File: src/rtl/operand_b_pipe.sv
// operand_b_pipe: picks the ALU B operand from one of several sources and
// holds it in a 2-entry skid buffer. The buffer has valid/ready handshakes
// on both sides. Source 111 replays the value chosen at the most recent accept.
module operand_b_pipe #(
    parameter int W     = 8,
    parameter int IMM_W = 8
) (
    input  logic             clk,
    input  logic             reset,
    input  logic [W-1:0]     B,
    input  logic [IMM_W-1:0] Im,
    input  logic [W-1:0]     dataDM,
    input  logic [W-1:0]     fwd,
    input  logic [2:0]       s,
    input  logic             flush,
    input  logic             in_valid,
    output logic             in_ready,
    output logic             out_valid,
    input  logic             out_ready,
    output logic [W-1:0]     out_data,
    output logic [1:0]       count
);

    logic [W-1:0] entry0_q, entry0_d;
    logic [W-1:0] entry1_q, entry1_d;
    logic [W-1:0] last_q, last_d;
    logic [1:0]   count_q, count_d;

    logic [W-1:0] imm_zext;
    logic [W-1:0] imm_sext;
    logic [W-1:0] sel;
    logic         accept;
    logic         pop;

    // Widen the immediate both ways. Writing the low IMM_W bits over a
    // filled background stays legal when IMM_W equals W.
    always_comb begin
        imm_zext              = '0;
        imm_zext[IMM_W-1:0]   = Im;
        imm_sext              = {W{Im[IMM_W-1]}};
        imm_sext[IMM_W-1:0]   = Im;
    end

    // Source multiplexer. Codes 000-011 keep the old 2-bit selector's meaning.
    always_comb begin
        sel = B;
        case (s)
            3'b000:  sel = B;
            3'b001:  sel = imm_zext;
            3'b010:  sel = '0;
            3'b011:  sel = dataDM;
            3'b100:  sel = imm_sext;
            3'b101:  sel = '1;
            3'b110:  sel = fwd;
            default: sel = last_q;
        endcase
    end

    // Handshake decode. Flush blocks the accept and also cancels any pop in the same cycle.
    always_comb begin
        in_ready  = (count_q != 2'd2) && !flush;
        out_valid = (count_q != 2'd0);
        accept    = in_valid && in_ready;
        pop       = out_valid && out_ready && !flush;
        out_data  = entry0_q;
        count     = count_q;
    end

    // Next-state for the skid buffer. Flush only empties the buffer;
    // the stored words stay in place.
    always_comb begin
        entry0_d = entry0_q;
        entry1_d = entry1_q;
        count_d  = count_q;
        last_d   = accept ? sel : last_q;
        if (flush) begin
            count_d = 2'd0;
        end else begin
            case (count_q)
                2'd0: begin
                    if (accept) begin
                        entry0_d = sel;
                        count_d  = 2'd1;
                    end
                end
                2'd1: begin
                    if (accept && !pop) begin
                        entry1_d = sel;
                        count_d  = 2'd2;
                    end else if (pop && !accept) begin
                        count_d  = 2'd0;
                    end else if (accept && pop) begin
                        entry0_d = sel;
                    end
                end
                2'd2: begin
                    if (pop) begin
                        entry0_d = entry1_q;
                        count_d  = 2'd1;
                    end
                end
                default: begin
                    count_d = 2'd0;
                end
            endcase
        end
    end

    // State registers. Reset clears every stored word, so a later 111 replays zero.
    always_ff @(posedge clk or posedge reset) begin
        if (reset) begin
            entry0_q <= '0;
            entry1_q <= '0;
            last_q   <= '0;
            count_q  <= 2'd0;
        end else begin
            entry0_q <= entry0_d;
            entry1_q <= entry1_d;
            last_q   <= last_d;
            count_q  <= count_d;
        end
    end

endmodule

File: config.mk
export PLATFORM = sky130hd
export DESIGN_NAME = operand_b_pipe
export DESIGN_NICKNAME = d
export VERILOG_FILES = /design/src/rtl/operand_b_pipe.sv
export SDC_FILE = /design/constraint.sdc
export NUM_CORES = 1
export LEC_CHECK = 0
export CAP_MARGIN = 20
export CORE_UTILIZATION = 34
export CTS_CLUSTER_DIAMETER = 50
export DETAILED_ROUTE_END_ITERATION = 8
export PLACE_DENSITY = 0.74
export SLEW_MARGIN = 20
export SYNTH_ARGS = -nofsm -noshare
export SYNTH_HDL_FRONTEND = slang
export SYNTH_SLANG_ARGS = --single-unit
File: constraint.sdc
create_clock -name clk -period 2.5 [get_ports clk]
set_input_delay 0.375 -clock clk [delete_from_list [all_inputs] [get_ports clk]]
set_output_delay 0.375 -clock clk [all_outputs]
set_load 0.02 [all_outputs]
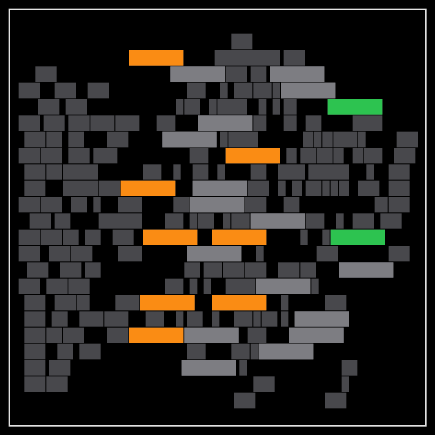
(images/flops_by_reg.png)
(6 px per um) Other sequential cells in the stronger gray, the rest of the logic in the fainter gray.
green -> count  # sequential cells 2
orange -> last_q  # sequential cells 8
final cell utilization of the core: 0.500
fraction of area in registers: 0.299

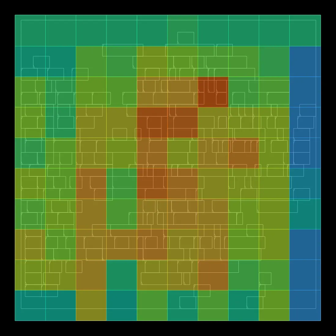
(images/congestion.png)
global-route track usage on met1: 0.224
GRT Overall Usage: 0.165
GRT met3 Usage: 0.0305

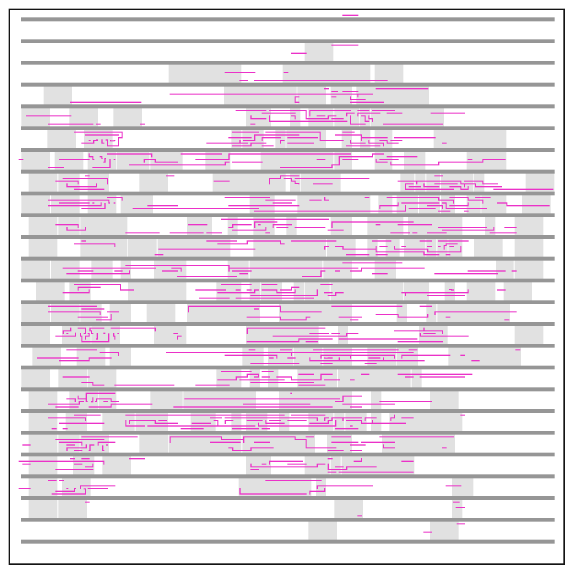
(images/layer_met1.png)
(8 px per um) Supply wires on this layer in gray. Cells faint in the background.
wire length on this layer = 1,710 um
longest straight run = 30.8 um
main direction = horizontal
nets with wire on the layer = 193
share of all routed wire = 46%
wire length after detailed routing: 3740 um
total via count in the routed design: 1,411

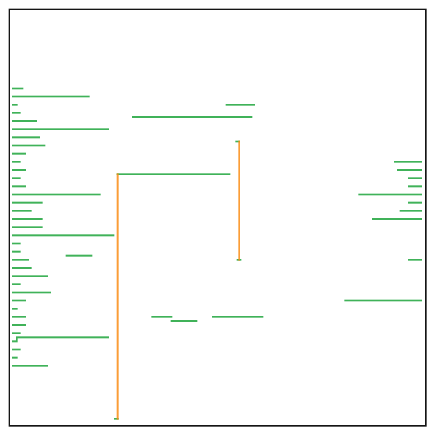
(images/wires.png)
(6 px per um) Two of the layers only.
green -> metal 3  # wire length 271 um
orange -> metal 4  # wire length 60.5 um
per-cell routed wire length: 14.9 um

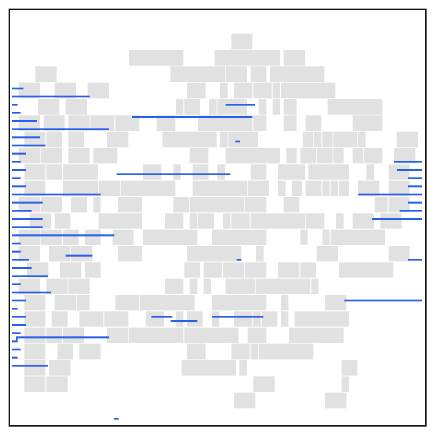
(images/layer_met3.png)
(6 px per um) Cells faint in the background.
longest straight run = 19.8 um
nets with wire on the layer = 52
share of all routed wire = 7.2%
main direction = horizontal

==> impl_metrics.yaml <==
# generated from flow reports
status:
  status: "completed"
final_timing:
  final_max_slew_viol_count: 0
  period_needed_ps: 2110
  fin_setup_tns_ps: 0
  tightestPinTransition_ps: 426
  hold_ws_ps: 444
  slew_headroom: 0.716
  clock_skew_ps: 9.26
  fmax_mhz: 473
layout:
  area_growth_synth_to_finish_pct: 42.0
  antenna-diode-count: 0
  layout_top_cells: "51 x sky130_fd_sc_hd__clkdlybuf4s50_1, 26 x sky130_fd_sc_hd__dfrtp_1, 19 x sky130_fd_sc_hd__nand2_1"
die:
  die_height_um: 69.2
  fp-row-count: 24
  fp_util: 0.352
  placeableCoreArea_um2: 4350
  dieArea_um2: 4780
setup_path:
  path_common_cell: "sky130_fd_sc_hd__clkdlybuf4s50_1"
  criticalPathCategory: "input pin to output port"
  critPathCaptureType: "output port"
  rr_startpoint: "count[1]"
  required_ps: 2120
  timing.critical_path.fanout_max: 11
  critPathArrivalTime_ps: 1740
  r2r-end: "out_data[2]"
  reg2reg_slack_ps: 930
detailed_routing:
  post-route-drc-count: 0
  avgViaCountPerCell: 5.62
  drtIter0Drc: 93
pwr:
  irDropWorstVdd_uv: 259
  p_per_area_nw_per_um2: 603
  p_seq_frac: 0.427
  internal_power_consumption_uw: 944
  net-switching-power_uw: 369
  combinationalPowerShare: 0.305
clock_tree:
  ctsResizeCount: 0
  tritoncts: "done"
  total_of_hold_buffers_inserted_after_clock_tree_synthesis: 0
  clock_sink_count: 26
  max-clock-path-buffers: 2
  htree_levels: 1
  post_cts.repair.setup_buffers: 0
logic_synthesis:
  yosys-dominant-comb-family: "AND-OR/OR-AND gates"
  post_synth.cell_area_avg_um2: 10.7
  synthesis.nets: 184
  synth_flops: 26
  mux_share: 0.00734
  simple_gate_area_share: 0.206
  ys_types: 29
  synthTopCellsByCount: "26 x sky130_fd_sc_hd__dfrtp_1, 19 x sky130_fd_sc_hd__nand2_1, 12 x sky130_fd_sc_hd__nor2_1"
  syn-cell-area_um2: 1530
  post-synth-top-area-fraction: 0.424
  synth.cellmix.xorXnorShare: 0.0106
  synth.yosys.num_cells: 144
  aoi_share: 0.297
  yosysTopAreaCell: "sky130_fd_sc_hd__dfrtp_1"
  synth.yosys.chip_area_um2: 1530
  synth.area.top_cells: "sky130_fd_sc_hd__dfrtp_1 42%, sky130_fd_sc_hd__a21boi_2 5.9%, sky130_fd_sc_hd__a222oi_1 5.2%, sky130_fd_sc_hd__nand2_1 4.6%, sky130_fd_sc_hd__a2bb2oi_1 4.6%"
  synth.yosys.seq_area_share: 0.424
  yosysWarningCount: 0
  synth_dominant_cell_count: "sky130_fd_sc_hd__dfrtp_1"
  post_synth_inst_count: 144
  synth-edff-count: 0
  synth_adder_area_share: 0
global_routing:
  first_pass_grt_wire_length_um: 6440
  antenna_found_initial: 0
  grt_overflow: 0
job:
  cap_violations: 0
placement:
  place.detailed.instances: 247
  post-dp-hpwl_um: 2800
  place_ws_ps: 346
  place.port_buffers: 51
## area by class of cell
cell class	instances	area, um2
clock buffer	3	41.3
clock inverter	1	30.0
fill	400	2180
inverter	2	7.51
multi-input combinational	106	798
sequential	26	651
tap	52	65.1
timing repair buffer	61	586
## metal layers
layer / up-vias / GRT usage / part of all wire
met5: - / 0 / 0
met2: 61 / 0.260 / 0.45
met3: 4 / 0.0305 / 0.072
li1: 666 / - / -
met4: 0 / 0.0680 / 0.016
met1: 680 / 0.224 / 0.46
## power by group through the flow
stage / registers, uW / logic, uW / clock network [uW]
finish: 561 / 400 / 352
global route: 573 / 436 / 370
CTS: 561 / 404 / 355
detailed placement: 567 / 403 / 0
global placement: 570 / 393 / 0
floorplan: 593 / 197 / 0
Power is estimated from default activity; no workload was simulated.
